Design shifting_row_ctrl, sky130hd; sources not shown.
wire_density.png
The die is cut into 10 by 10 equal tiles; dark blue is low, red is high, scaled to the fullest tile. Values are wire area over tile area, all layers added.
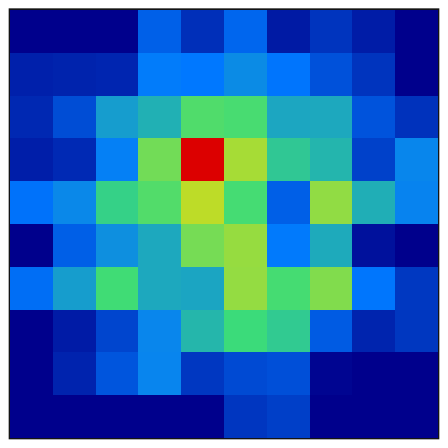
- fullest tile: 0.50
- mean over tiles: 0.12
- tiles over half the peak: 15%
- nearly empty tiles: 20%
- densest ninth of the die: center
Global Route Usage Sum: 16.1%
routed len/inst: 12.8 um
total number of vias: 745
detailed-route wire length: 1770 um

drive_strength.png
The bar under the picture is 10 um long.
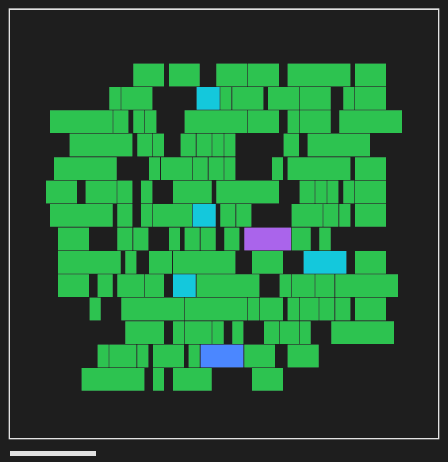
- drive 6 and up: blue (cells 1; most used clkbuf_8)
- drive 2: purple (cells 1; most used nor4b_2)
- drive 1 or less: green (cells 116; most used clkdlybuf4s50_1)
- drive 3 to 4: cyan (cells 4; most used clkbuf_4)
Area Growth Syn to Fin: 36.3%
Plain + repair buffers: 27

final_placement.png
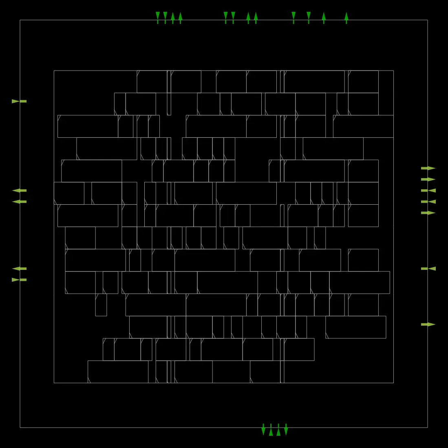
flop share of the area: 33.1%
Row Count: 14
Fill cells: 127
flop count: 18
core area: 0.00158 mm^2

==> impl_metrics.py <==
# Metrics from the implementation run
metrics = {
    "clocking": {
        "cts-resized-gates": 0,
        "post-cts-setup-buffer-count": 0,
        "insertion_delay_ns": 0.30,
    },
    "synth": {
        "syn_avg_cell_area_um2": 8.33,
        "synth_stat.cells": 96,
        "yosys_area_um2": 800,
        "simple_gate_area_share_pct": 24.7,
        "synth_area_um2": 800,
        "yosys_warnings": 0,
    },
    "placement": {
        "pre_cts_slack_ns": 0.864,
    },
    "floorplan": {
        "die-area_mm2": 0.00247,
        "nWellTaps": 16,
        "fp.dieH_um": 49.7,
    },
    "run": {
        "maxCapViolations": 0,
    },
    "layout": {
        "seq_area_um2": 360,
        "fin_cells": 138,
        "design_area_mm2": 0.00109,
        "comb_area_share_pct": 35.2,
        "largest_cell_class": "combinational gates",
    },
    "worst_setup_path": {
        "end_kind": "output pin",
        "cpPeakStageDelay_ns": 0.63,
        "critPathArrivalTime_ns": 2.13,
        "critPathKind": "input port to output pin",
        "ff2ff_setup_slack_ns": 1.92,
    },
    "timing": {
        "slew_viol_final": 0,
        "tightest_slew_ns": 0.947,
        "setup_ws_ns": 0.852,
        "rsz0062_at_grt": "false",
    },
    "pwr": {
        "power_leader": "registers",
        "power_frac_comb_pct": 14.2,
        "switchingPower_uw": 90.6,
    },
    "detailed_routing": {
        "via_per_inst": 5.40,
        "drc": 0,
        "met1_length_um": 747,
    },
    "global_route": {
        "grt.met1_usage_pct": 18.4,
        "grt_max_degree": 15,
        "antenna_found_initial": 0,
    },
    "outcome": {
        "status": "complete, no violations",
    },
}
Power is estimated from default activity; no workload was simulated.
